===== config.mk =====
export PLATFORM = sky130hd
export DESIGN_NAME = cic_decim_ctrl
export DESIGN_NICKNAME = d
export VERILOG_FILES = /design/src/rtl/cic_decim_ctrl.sv
export SDC_FILE = /design/constraint.sdc
export NUM_CORES = 1
export LEC_CHECK = 0
export ABC_CLOCK_PERIOD_IN_PS = 2280
export CAP_MARGIN = 20
export CORE_ASPECT_RATIO = 0.75
export CORE_MARGIN = 2
export CORE_UTILIZATION = 50
export CTS_BUF_LIST = sky130_fd_sc_hd__clkbuf_16
export DETAILED_ROUTE_END_ITERATION = 8
export HOLD_SLACK_MARGIN = 0.03
export PLACE_DENSITY_LB_ADDON = 0.1
export SYNTH_ARGS = -nofsm -noshare
export SYNTH_HDL_FRONTEND = slang
export SYNTH_SLANG_ARGS = --single-unit

===== constraint.sdc =====
create_clock -name clk_in -period 2.28 [get_ports clk_in]
set_input_delay 0.57 -clock clk_in [delete_from_list [all_inputs] [get_ports clk_in]]
set_output_delay 0.57 -clock clk_in [all_outputs]
set_load 0.01 [all_outputs]

===== src/rtl/cic_decim_ctrl.sv =====
// Sequencing controller for a CIC decimator: sample counting, decimation strobes, warm-up, ratio changes.
// Defining CIC_DECIM_CTRL_CLKOUT_EN enables the registered divided output clock on clk_out.
module cic_decim_ctrl #(
  parameter int  M_MAX     = 16,
  parameter int  RATIO_DEF = 10,
  parameter int  ORDER     = 3,
  localparam int RW        = $clog2(M_MAX + 1)
) (
  input  logic          clk_in,
  input  logic          reset_n,
  input  logic          enable,
  input  logic          in_valid,
  input  logic [RW-1:0] ratio,
  input  logic          ratio_load,
  output logic          ce_in,
  output logic          ce_dec,
  output logic          out_valid,
  output logic          flush,
  output logic          clk_out,
  output logic [RW-1:0] ratio_act,
  output logic          cfg_err
);

  localparam int WW = $clog2(ORDER + 1);

  typedef enum logic [1:0] {IDLE, WARMUP, RUN} state_t;

  state_t        state_q, state_d;
  logic [RW-1:0] phase_q, phase_d;
  logic [WW-1:0] warm_q, warm_d;
  logic [RW-1:0] ratio_act_q, ratio_d;
  logic [RW-1:0] pend_q, pend_d;
  logic          pend_vld_q, pend_vld_d;
  logic          ce_in_q, ce_in_d;
  logic          ce_dec_q, ce_dec_d;
  logic          out_valid_q, out_valid_d;
  logic          flush_q, flush_d;
  logic          cfg_err_q, cfg_err_d;

  logic load_ok;
  logic accept;
  logic wrap;

  assign load_ok = ratio_load && (ratio >= RW'(2)) && (ratio <= RW'(M_MAX));
  assign accept  = enable && in_valid;
  assign wrap    = accept && (phase_q == ratio_act_q - RW'(1));

  always_comb begin
    state_d     = state_q;
    phase_d     = phase_q;
    warm_d      = warm_q;
    ratio_d     = ratio_act_q;
    pend_d      = pend_q;
    pend_vld_d  = pend_vld_q;
    ce_in_d     = 1'b0;
    ce_dec_d    = 1'b0;
    out_valid_d = 1'b0;
    flush_d     = 1'b0;
    cfg_err_d   = ratio_load && !load_ok;

    case (state_q)
      IDLE: begin
        phase_d = '0;
        warm_d  = '0;
        if (load_ok) begin
          ratio_d    = ratio;
          pend_vld_d = 1'b0;
        end
        if (enable) state_d = WARMUP;
      end
      WARMUP, RUN: begin
        if (load_ok) begin
          pend_d     = ratio;
          pend_vld_d = 1'b1;
        end
        if (!enable) begin
          state_d = IDLE;
          phase_d = '0;
          warm_d  = '0;
          flush_d = 1'b1;
        end else begin
          ce_in_d = accept;
          if (accept) phase_d = wrap ? '0 : phase_q + RW'(1);
          if (wrap) begin
            ce_dec_d = 1'b1;
            // A pending ratio takes effect here; a load in this same cycle waits for the next wrap.
            if (pend_vld_q) begin
              ratio_d    = pend_q;
              phase_d    = '0;
              warm_d     = '0;
              flush_d    = 1'b1;
              state_d    = WARMUP;
              pend_vld_d = load_ok;
            end else if (state_q == RUN) begin
              out_valid_d = 1'b1;
            end else begin
              warm_d = warm_q + WW'(1);
              if (warm_q == WW'(ORDER - 1)) state_d = RUN;
            end
          end
        end
      end
      default: state_d = IDLE;
    endcase
  end

  always_ff @(posedge clk_in) begin
    if (!reset_n) begin
      state_q     <= IDLE;
      phase_q     <= '0;
      warm_q      <= '0;
      ratio_act_q <= RW'(RATIO_DEF);
      pend_vld_q  <= 1'b0;
      ce_in_q     <= 1'b0;
      ce_dec_q    <= 1'b0;
      out_valid_q <= 1'b0;
      flush_q     <= 1'b0;
      cfg_err_q   <= 1'b0;
    end else begin
      state_q     <= state_d;
      phase_q     <= phase_d;
      warm_q      <= warm_d;
      ratio_act_q <= ratio_d;
      pend_vld_q  <= pend_vld_d;
      ce_in_q     <= ce_in_d;
      ce_dec_q    <= ce_dec_d;
      out_valid_q <= out_valid_d;
      flush_q     <= flush_d;
      cfg_err_q   <= cfg_err_d;
    end
  end

  // Pending ratio value is only meaningful while pend_vld_q is set.
  always_ff @(posedge clk_in) begin
    pend_q <= pend_d;
  end

`ifdef CIC_DECIM_CTRL_CLKOUT_EN
  logic clk_out_q;

  always_ff @(posedge clk_in) begin
    if (!reset_n) clk_out_q <= 1'b0;
    else          clk_out_q <= (state_d != IDLE) && (phase_d < (ratio_d >> 1));
  end

  assign clk_out = clk_out_q;
`else
  assign clk_out = 1'b0;
`endif

  assign ce_in     = ce_in_q;
  assign ce_dec    = ce_dec_q;
  assign out_valid = out_valid_q;
  assign flush     = flush_q;
  assign ratio_act = ratio_act_q;
  assign cfg_err   = cfg_err_q;

endmodule


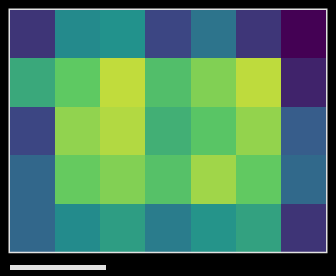
Figure 1: cell density map.
Scale bar: 20 um. 7 x 5 tiles, from dark purple (low) to yellow (high), 0 to 100% covered.
The densest ninth of the die: centre. The emptiest ninth of the die: north-east. The fullest tile reaches 91%. 2.9% of the tiles are nearly empty. 29% of the tiles are over 75% full.

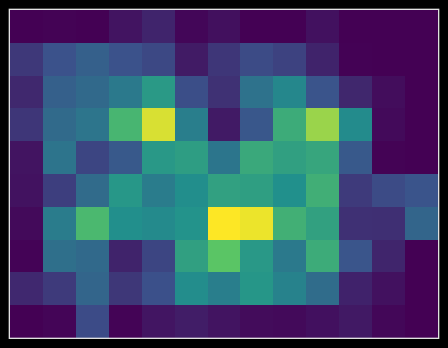
Figure 2: wiring heat map.
13 x 10 tiles, from dark purple (low) to yellow (high), scaled to the fullest tile. Values are wire area over tile area, all layers added.
The mean over all tiles is 0.14. The emptiest ninth of the die: north-east. 19% of the tiles are nearly empty.

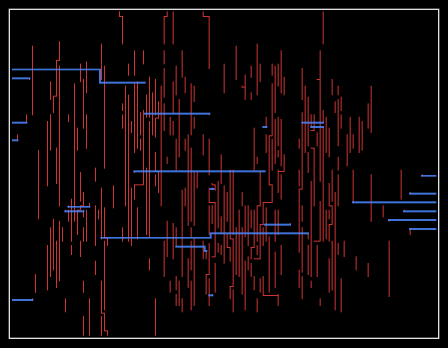
Figure 3: routed metal, one colour a layer.
Only two layers are drawn.
Blue stands for met3, wire length 148 um. Red stands for met2, wire length 1370 um.
overall via count from detail_route: 1202
final routed wirelength across all metal layers: 2.98 mm

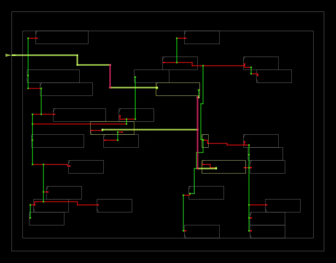
Figure 4: clock nets.
worst-skew pair later-pin latency: 0.26 ns
number of clock-tree buffers in the layout: 3

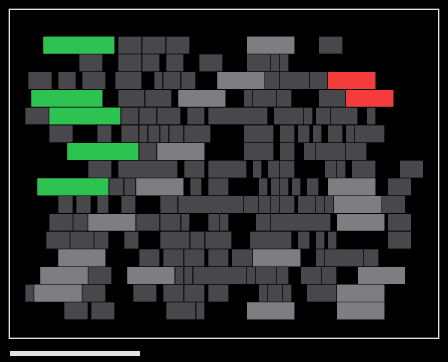
Figure 5: sequential cells grouped by signal name.
Scale bar: 20 um.
Red stands for state_q, sequential cells 2. Green stands for pend_q, sequential cells 5.
Another 18 sequential cells are not coloured.

==> reports/qor.yml <==
dominantRegCellSynth: "sky130_fd_sc_hd__dfxtp_1"
cts_setup_buffers: 0
post_dp_cell_area_um2: 1720
worst_ir_drop_vdd_mv: 0.652
port_buffers: 19
core_area_um2: 2660
grt_start_max_net_pins: 14
finClkSkew_ns: 0.00220
leakage_nw: 0.714
critPathMaxFanout: 5
synth-edff-count: 5
syn_avg_cell_area_um2: 9.91
detail_route.drc_violations: 0
post-route-min-period_ns: 2.11
ys_cells: 144
cells_traversed_along_the_worst_timing_path: "clkdlybuf4s50_1 > nor3_2 > buf_4 > mux2i_1 > nand2_1 > nor2_1 > buf_4"
synth-async-reset-ratio: 0
holdPathStages: 2
powerClk_mw: 0.384
critical_path.endpoint: "pend_q[4]"
syn_nets: 161
min_to: "warm_q[0]"
boundaryPins: 21
synth_flops: 25
ctsHtreeMaxLevel: 1
final_clock_period_utilization_by_the_worst_path: 0.926
hold_path.startpoint: "warm_q[0]"
area_growth_pct: 26.6
top_signal_layer_used: "met4"
synth_area_um2: 1430
synth.yosys.chip_area_um2: 1430
final_design_area_no_fill_um2: 1810
p_comb_frac: 0.488
critical_path_cell_count: 7
route.detailed.wl_per_inst_um: 14.3
met2WireLength_mm: 1.37
worst_slack_ns: 0.169
cpLargestDelayFamily: "buffers and inverters"
cts_sinks: 25
setup_violations: 0
nNetsFinal: 191
postCtsHoldBufs: 0
cts.repair.resized: 0
instances_no_fill: 209
reg2reg_to: "ratio_act[1]"
unrepaired_setup_endpoints_after_global_routing: "false"
max_cap_violations: 0
power.internal_mw: 1.21
max_freq_mhz: 474
crit_top_cell: "sky130_fd_sc_hd__buf_4"
overflow: 0
clk_pin_slew_ns: 0.06
class_of_the_worst_hold_path: "flip-flop to flip-flop"
share_clk_of_total_power: 0.197
number_of_global_route_vias_before_repair: 1073
final-hold-violation-count: 0
drt_pre_antenna_iters: 4
crit-reg2reg-launch: "ratio_act[0]"
finalHoldWorstSlack_ns: 0.471
m1WireLength_mm: 1.43
power_combinational_mw: 0.950
global_routing_usage_summed_across_all_routing_layers: 0.191
rrSetupSlack_ns: 0.24
report.final.slew_viol_count: 0
yosysWarningCount: 0
drt_iter0_markers: 41
drive_gt1_frac: 0.168
dp.final_hpwl_mm: 2.32
placed_cells: 205
timing.setup.critical_path_class: "input port to flip-flop"
status: "completed"
end_kind: "flip-flop"
gr-usage-met3: 0.0516
pwr_density_cell_nw_per_um2: 1080
dieArea_um2: 3300
critical_path_arrival_ns: 2.09
vias_per_cell: 5.75
synth.comb.largest_family: "simple AND/OR/NAND/NOR gates"
pre_cts_slack_ns: -0.122
arithmetic_cell_share_of_the_synthesized_area_counting_full_adders_half_adders_and_majority_gates: 0.0613
cts_made_buffers: 3
critical_path_buf_inv_count: 3
grt_pass1_wl_mm: 4.84
r2r_cells: 7
die_width_um: 65.7
cts_tree: "built"
antenna_left: 0
most-common-layout-cells: "sky130_fd_sc_hd__dfxtp_1 (20), sky130_fd_sc_hd__clkdlybuf4s50_1 (19), sky130_fd_sc_hd__nand2_1 (11), sky130_fd_sc_hd__buf_4 (11), sky130_fd_sc_hd__inv_1 (10)"
timing.critical_path.from: "ratio[1]"
root_buffer: "sky130_fd_sc_hd__clkbuf_16"
cts-root-to-sink-buffers: 2
ys_sh_simple: 0.187
mostFrequentLayoutCell: "sky130_fd_sc_hd__dfxtp_1"
ys_types: 43
grt_use_met1: 0.255
dr_wl_met3_um: 148
post_synth_inst_count: 144
stage_log_warnings: 29
timing.critical_path.from_type: "input port"
power_top_consumer: "combinational logic"
synth_sequential_area_ratio: 0.386
fp.dieH_um: 50.3
critical_path.slowest_cell: "sky130_fd_sc_hd__clkdlybuf4s50_1"
antenna_cells_inserted: 0
pg_seq_mw: 0.614
yosys.area_share.xor_xnor: 0.0833
crit_path_max_incr_delay_ns: 0.44
floorplanUtilization: 0.536
grt_use_met2: 0.308
grt_busiest_layer: "met2"
power_switching_share: 0.379
core.rowCount: 16
switching_power_mw: 0.738
antenna_violations_before_repair: 0
finalCoreUtilization: 0.679
gp_congestion: 0.873
timing.critical_path.required_ns: 2.26
yosys-mux-area-fraction: 0.0657
aoi_share: 0.175
fin_setup_tns_ns: 0
total_power_mw: 1.95
sequential_cell_fraction_of_total_power: 0.315
[Yosys cell counts (all sizes together), types with 5 or more instances]
| cell | n | area (um^2) |
|---|---|---|
| dfxtp | 20 | 400 |
| nand2 | 11 | 41.3 |
| inv | 9 | 33.8 |
| nand4 | 9 | 56.3 |
| nor2 | 9 | 33.8 |
| xor2 | 8 | 70.1 |
| ha | 7 | 87.6 |
| o21ai | 7 | 35.0 |
| mux2i | 6 | 60.1 |
| a31oi | 5 | 31.3 |
| edfxtp | 5 | 150 |
| nor3 | 5 | 30.0 |
[final cells by class]
type / count / area [um^2]
clock buffer: 3 / 75.1
fill: 198 / 856
clock inverter: 1 / 3.75
tap: 36 / 45.0
sequential: 25 / 551
multi-input combinational: 105 / 826
timing repair buffer: 30 / 273
inverter: 9 / 33.8
